==> config.mk <==
export PLATFORM = sky130hd
export DESIGN_NAME = bus_router
export DESIGN_NICKNAME = d
export VERILOG_FILES = /design/src/rtl/bus_router.sv
export SDC_FILE = /design/constraint.sdc
export NUM_CORES = 1
export LEC_CHECK = 0
export CAP_MARGIN = 20
export CORE_AREA = 2 2 148 150
export DETAILED_ROUTE_END_ITERATION = 16
export DIE_AREA = 0 0 150 152
export DONT_BUFFER_PORTS = 1
export REMOVE_ABC_BUFFERS = 1
export SLEW_MARGIN = 20
export SYNTH_ARGS = -nofsm -noshare
export SYNTH_HDL_FRONTEND = slang
export SYNTH_SLANG_ARGS = --single-unit
export TNS_END_PERCENT = 5
==> constraint.sdc <==
create_clock -name clk -period 1.7 [get_ports clk]
set_input_delay 0.17 -clock clk [delete_from_list [all_inputs] [get_ports clk]]
set_output_delay 0.17 -clock clk [all_outputs]
set_load 0.005 [all_outputs]
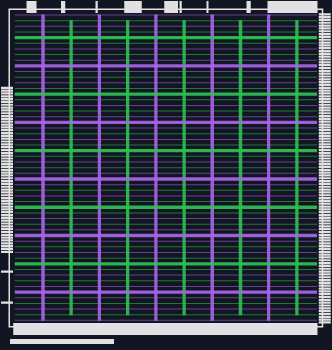
Fig. 1. PDN straps and rails (run 1).
Bar = 50 um. Pins as bars on the die edge.
color	net
green	VDD
purple	VSS
rows	54
met1 rails	55
Die Wd: 150 um
Die Y-Extent: 152 um

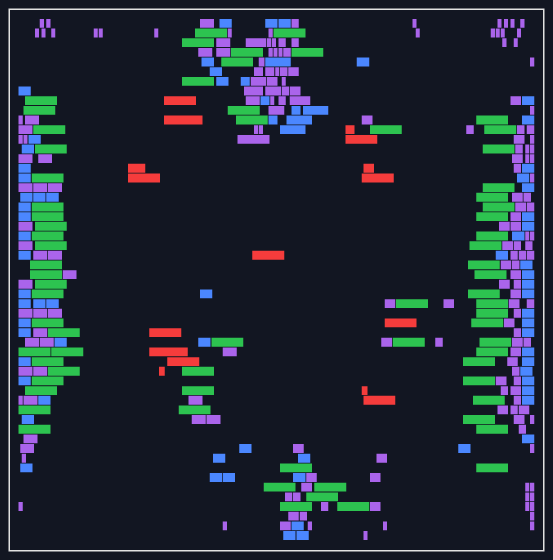
Fig. 2. Cells colored by class (run 1).
color	class	cells	share of their area
green	flops	69	42%
purple	combinational and other logic	179	31%
red	clock drivers and dummy loads	16	7.9%
blue	other buffers and delay cells	74	19%
fin util: 20.9%
flop share of the area: 38.6%
num rows: 54
core area: 21400 um2
Design Area, Final: 4470 um2

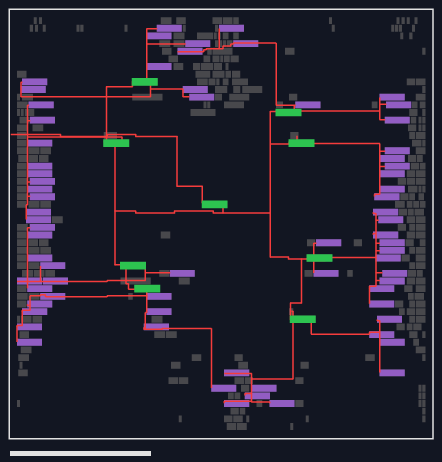
Fig. 3. Clock distribution (run 1).
Bar = 50 um.
[red] clock wires | length: 1130 um
[purple] flip-flops | count: 69
[green] clock drivers | count: 9
routed clock nets	10
flops lie	widely spread
P_clk: 0.00203 W
Worst Skew: 0.00744 ns
clock share of power: 33.0%

==> deck_impl_summary.md, run 1 <==
Run Summary

Critical path
  – CP Depth: 5
  – Slowest cell on crit path: dfrtp_1
  – Top delay family on crit path: flip-flops
  – FF-to-FF path depth: 5
  – Critical setup path kind: reg -> reg
  – CP max FO: 7
  – Worst setup EP type: flip-flop
  – Worst Path Required: 1.91 ns
  – R2R Setup Slk: 0.02 ns
  – Max stage delay on crit path: between 0.3 and 0.4 ns
  – Crit path cell chain: inv_1 > ha_2 > or3b_1 > o211ai_2 > mux2_1
  – Startpoint types: flip-flop
  – Buf/Inv on CP: 1
  – Critical Path AT: about 1.9 ns

Run status
  – Failing checks: negative hold slack
  – Status: complete, but fails checks

Global routing
  – Pin count of the biggest net entering global routing: 70
  – Total gr overflow: 0
  – Met1 usage: around 6.6%
  – Grt met3 use: roughly 4.7%
  – Initial antenna violation count: 2
  – Top Usage Layer GRT: met2
  – First-pass GRT wire length: approximately 12000 um
  – Vias in the first global route: roughly 2100
  – M2 GR Usage: a little under an eighth
  – Total Routing Usage GR: 6.99%

Placed design
  – Post-DP HPWL: 5460 um
  – Placed cells: approximately 540
  – Post-place instance area: about 3500 um2
  – Gpl congestion: ~0.66
  – Setup WS pre-CTS: -0.0426 ns
  – I/O Buffers: 0

Logic synthesis
  – Logic family by area: buffers and inverters
  – Most common cell in the synthesized netlist: dfrtp_1
  – Cell count in the Yosys report: roughly 260
  – MUX share of area: ~11%
  – Cells after Synth: 263
  – Number of enable flip-flop cells: 0
  – Post-Synth AOI/OAI Area: a little over a tenth
  – Yosys reg bits: just under 70
  – Ys Warns: 0
  – Seq share, synth: between 50% and 60%
  – Yosys chip area: between 3000 and 4000 um2
  – Synthesized-area fraction occupied by adder cells: between 1.5 and 2%
  – Ys flop type: dfrtp_1
  – Area leader share: a little over half
  – Synthesized cell area: roughly 3300 um2
  – Biggest area consumer among synthesized cells: dfrtp_1
  – Post-synth ARST share: 100%
  – Yosys simple share: around 9%
  – Mean Syn Cell Area: approximately 12 um2
  – Yosys cell types: 22
  – Top cells by area: dfrtp_1, buf_4, mux2_2
  – Post-Synth XOR/XNOR Area: 0%
  – Most instantiated cells after synthesis: dfrtp_1, buf_4, and2_1

Finish
  – Most instantiated logic cells after routing: dfrtp_1, dlygate4sd3_1, conb_1
  – Final clock-cell share: under 10%
  – Invs w/o clock: 3
  – Final std cells w/o fill: between 600 and 700
  – Flop Count: a little under 70
  – Antenna cell count: 2
  – Layout cells sized above 1: slightly below 20%
  – CLK BUF: 10
  – Non-clock buffer share: between 15 and 20%
  – Largest area class, layout: flip-flops and latches
  – Filler Cell Count: between 2000 and 2500
  – Comb gate area: roughly 1300 um2
  – Number of logic gates: approximately 180
  – Most used logic cell in the final layout: dfrtp_1
  – Area Growth Syn to Fin: 37.3%
  – Combinational share of cell area: between 20 and 30%
  – Register Area: 1730 um2
  – Nets@finish: 601
  – Buffers, non-clock: roughly 74

Final timing
  – Hold slack: -0.471 ns
  – Cycle use final: between 90% and 100%
  – Setup TNS: 0 ns
  – Hold Vio Cnt, Final: about 69
  – Finish-stage setup viols: 0
  – Final Critical Period: approximately 1.7 ns
  – RSZ-0062 raised after global routing: true
  – Setup ws final: around 0.022 ns
  – Slew Viols, Final: 0
  – Achievable Freq: 0.596 GHz

Route
  – DR iter-0 viols: 32
  – Via count: just over 2000
  – Total Routed Length: between 8000 and 9000 um
  – M1 wire length: 3010 um
  – Antenna viol nets, final: 0
  – Top routing layer used: met4
  – DR vias/cell: approximately 3.4
  – Drc violations: 0
  – Wire length per cell: 13.2 um
  – Drt first pass iters: 3
  – DR WL met2: 3800 um
  – Metal3 WL: roughly 1200 um

Power
  – P_sw: between 0.0015 and 0.002 W
  – Logic power comb: between 0.0015 and 0.002 W
  – P_int: 0.00431 W
  – Max VDD drop: around 620 uV
  – PD cells: between 1000 and 1500 nW/um2
  – Comb pwr share: between 20% and 30%
  – Max power group: sequential cells
  – Sw Share: ~30%
  – Seq group: between 0.002 and 0.0025 W
  – Seq pwr share: approximately 40%
  – Leakage: about 2.0 nW
  – Total power: between 0.006 and 0.007 W

Clock network
  – Resize count post-CTS: 6
  – Cts bufs inserted: 9
  – Clk ins delay skew pair: ~0.33 ns
  – Hold_buf cts: between 60 and 70
  – Number of setup buffers added after CTS: 0
  – Clock tree buffer depth: 2
  – Clock Tree Root: clkbuf_16
  – Clock transition at the registers of the reported paths: 0.06 ns
  – CTS tree: built
  – H-tree depth: 3
  – Clock sinks: roughly 69

Floorplan
  – DIE AREA: around 23000 um2
  – I/O pin count: between 300 and 400
  – Floorplan Utilization: roughly 15%
  – TAP cells: ~280

Run
  – MaxCap Viol Count: 0
  – Log Warnings: roughly 230

Hold path
  – Hold/Removal Path Class: in -> async
==> run 1 -> run 2 <==
==> constraint.sdc (replaced) <==
create_clock -name clk -period 1.7 [get_ports clk]
set_input_delay 0.34 -clock clk [delete_from_list [all_inputs] [get_ports clk]]
set_output_delay 0.34 -clock clk [all_outputs]
set_load 0.005 [all_outputs]
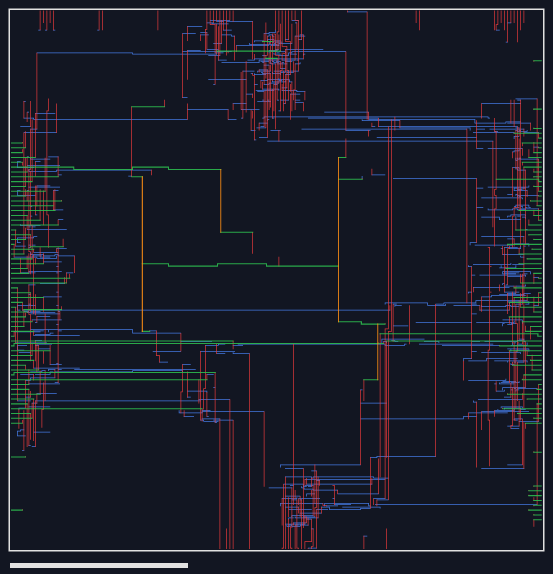
Fig. 4. Signal wires by layer (run 2).
Bar = 50 um.
color	layer	wire length
green	metal 3	1260 um
blue	metal 1	2800 um
orange	metal 4	123 um
red	metal 2	3400 um
Total Routed Length: 7590 um
wire length per cell: 13.7 um
Total Routing Usage GR: 6.47%
via count: 1824

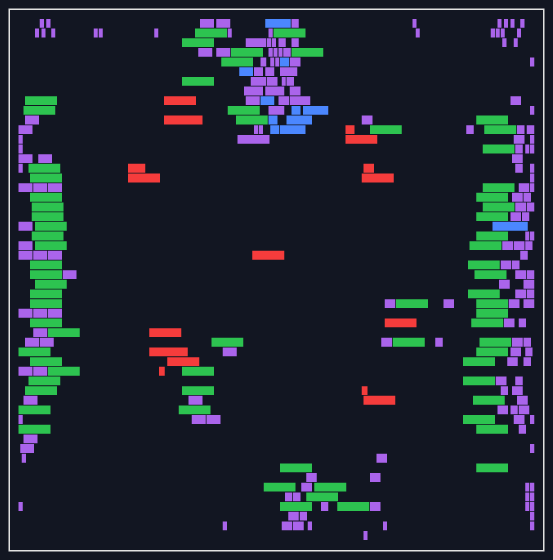
Fig. 5. Cells colored by class (run 2).
color	class	cells	share of their area
blue	other buffers and delay cells	11	4.5%
purple	combinational and other logic	179	37%
red	clock drivers and dummy loads	16	9.2%
green	flops	69	49%
Design Area, Final: 3880 um2
fin util: 18.2%

==> run 2 against run 1 <==
The flow finishes with violations (negative hold slack, negative setup slack). Count of clock-buffer cells in the layout unchanged. Register-to-register slack worse by 0.02 ns. Worst hold slack better by 0.17 ns. Global-route usage down 0.52 points. Critical path depth unchanged. Sequential power about the same. Power about the same. Clock power about the same. Setup slack worse by 0.073 ns. Highest routed layer unchanged.
==> deck_impl_summary.md, run 2 <==
Run Summary

Global routing
  – M2 GR Usage: 10.0%
  – Met1 usage: 6.43%
  – Pin count of the biggest net entering global routing: approximately 70
  – Top Usage Layer GRT: met2
  – Total gr overflow: 0
  – Grt met3 use: 4.65%
  – Initial antenna violation count: 1
  – Vias in the first global route: around 1800

Final timing
  – Finish-stage setup viols: 17
  – RSZ-0062 raised after global routing: true
  – Hold Vio Cnt, Final: ~69
  – Setup TNS: -0.428 ns
  – Hold slack: -0.301 ns
  – Worst Skew: between 0.007 and 0.008 ns
  – Slew Viols, Final: 0
  – Achievable Freq: around 0.57 GHz
  – Setup ws final: -0.0510 ns

Logic synthesis
  – Post-synth ARST share: 100%
  – Yosys chip area: around 3300 um2
  – Post-Synth AOI/OAI Area: roughly a tenth
  – Ys Warns: 0
  – MUX share of area: a little under an eighth
  – Top cells by area: dfrtp_1, buf_4, mux2_2
  – Most instantiated cells after synthesis: dfrtp_1, buf_4, and2_1
  – Yosys reg bits: about 69
  – Area leader share: a little over half
  – Most common cell in the synthesized netlist: dfrtp_1
  – Number of enable flip-flop cells: 0
  – Synthesized cell area: approximately 3300 um2
  – Mean Syn Cell Area: about 12 um2
  – Ys flop type: dfrtp_1
  – Seq share, synth: a little over half
  – Cell count in the Yosys report: approximately 260
  – Yosys simple share: about 9.0%
  – Biggest area consumer among synthesized cells: dfrtp_1

Critical path
  – Max stage delay on crit path: between 0.3 and 0.4 ns
  – Slowest cell on crit path: dfrtp_1
  – Worst Path Required: around 1.4 ns
  – Top delay family on crit path: flip-flops
  – Worst setup EP type: output pin
  – R2R Setup Slk: 0 ns
  – CP max FO: 16
  – Startpoint types: flip-flop
  – Critical setup path kind: reg -> out

Floorplan
  – TAP cells: about 280
  – DIE AREA: 22800 um2
  – Num rows: ~54
  – Die Y-Extent: 152 um
  – Die Wd: approximately 150 um
  – Floorplan Utilization: 15.2%
  – I/O pin count: 384

Finish
  – Most used logic cell in the final layout: dfrtp_1
  – Layout cells sized above 1: a little over a quarter
  – Area Growth Syn to Fin: 19.1%
  – Combinational share of cell area: 33.6%
  – Non-clock buffer share: under 10%
  – Final clock-cell share: 8.39%
  – Antenna cell count: 1
  – Nets@finish: approximately 540
  – Final std cells w/o fill: between 500 and 600
  – Most instantiated logic cells after routing: dfrtp_1, conb_1, a22o_1
  – Filler Cell Count: 2341
  – Flop share of the area: 44.5%
  – Buffers, non-clock: 11
  – Comb gate area: between 1000 and 1500 um2
  – Largest area class, layout: flip-flops and latches
  – Invs w/o clock: 3

Placed design
  – Placed cells: ~540
  – Post-DP HPWL: roughly 5500 um
  – Setup WS pre-CTS: -0.0426 ns
  – I/O Buffers: 0
  – Gpl congestion: 0.657

Clock network
  – Clock Tree Root: clkbuf_16
  – Number of setup buffers added after CTS: 2
  – H-tree depth: 3
  – Clock transition at the registers of the reported paths: 0.06 ns
  – Resize count post-CTS: 12

Run status
  – Status: complete, but fails checks
  – Failing checks: negative hold slack, negative setup slack

Hold path
  – Hold/Removal Path Class: in -> async

Route
  – Antenna viol nets, final: 0
  – Drt first pass iters: 4
  – DR vias/cell: about 3.3
  – DR iter-0 viols: 34
  – Drc violations: 0
  – Top routing layer used: met4

Run
  – Log Warnings: approximately 230
  – MaxCap Viol Count: 0

Power
  – Seq group: 0.00247 W
  – P_int: about 0.0043 W
  – Total power: 0.00615 W
  – Seq pwr share: about two fifths
  – Clock share of power: between 30% and 40%
  – Sw Share: 29.9%
  – P_sw: 0.00184 W
  – P_clk: 0.00203 W
  – Max power group: sequential cells
  – PD cells: between 1500 and 2000 nW/um2
  – Logic power comb: about 0.0017 W
  – Comb pwr share: a little over a quarter
  – Leakage: between 1.5 and 2 nW
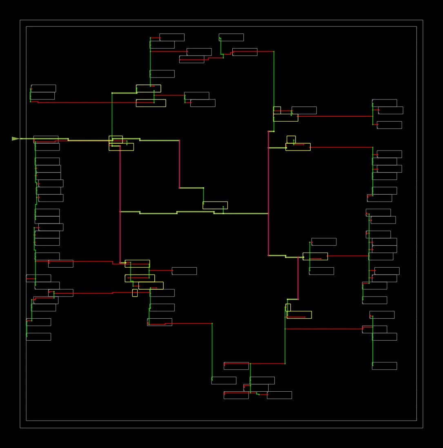
Fig. 6. Clock wiring as the flow saved it (run 2).
clock sinks: 69
cts bufs inserted: 9
CLK BUF: 10
clk ins delay skew pair: 0.33 ns

Power is estimated from default activity; no workload was simulated.
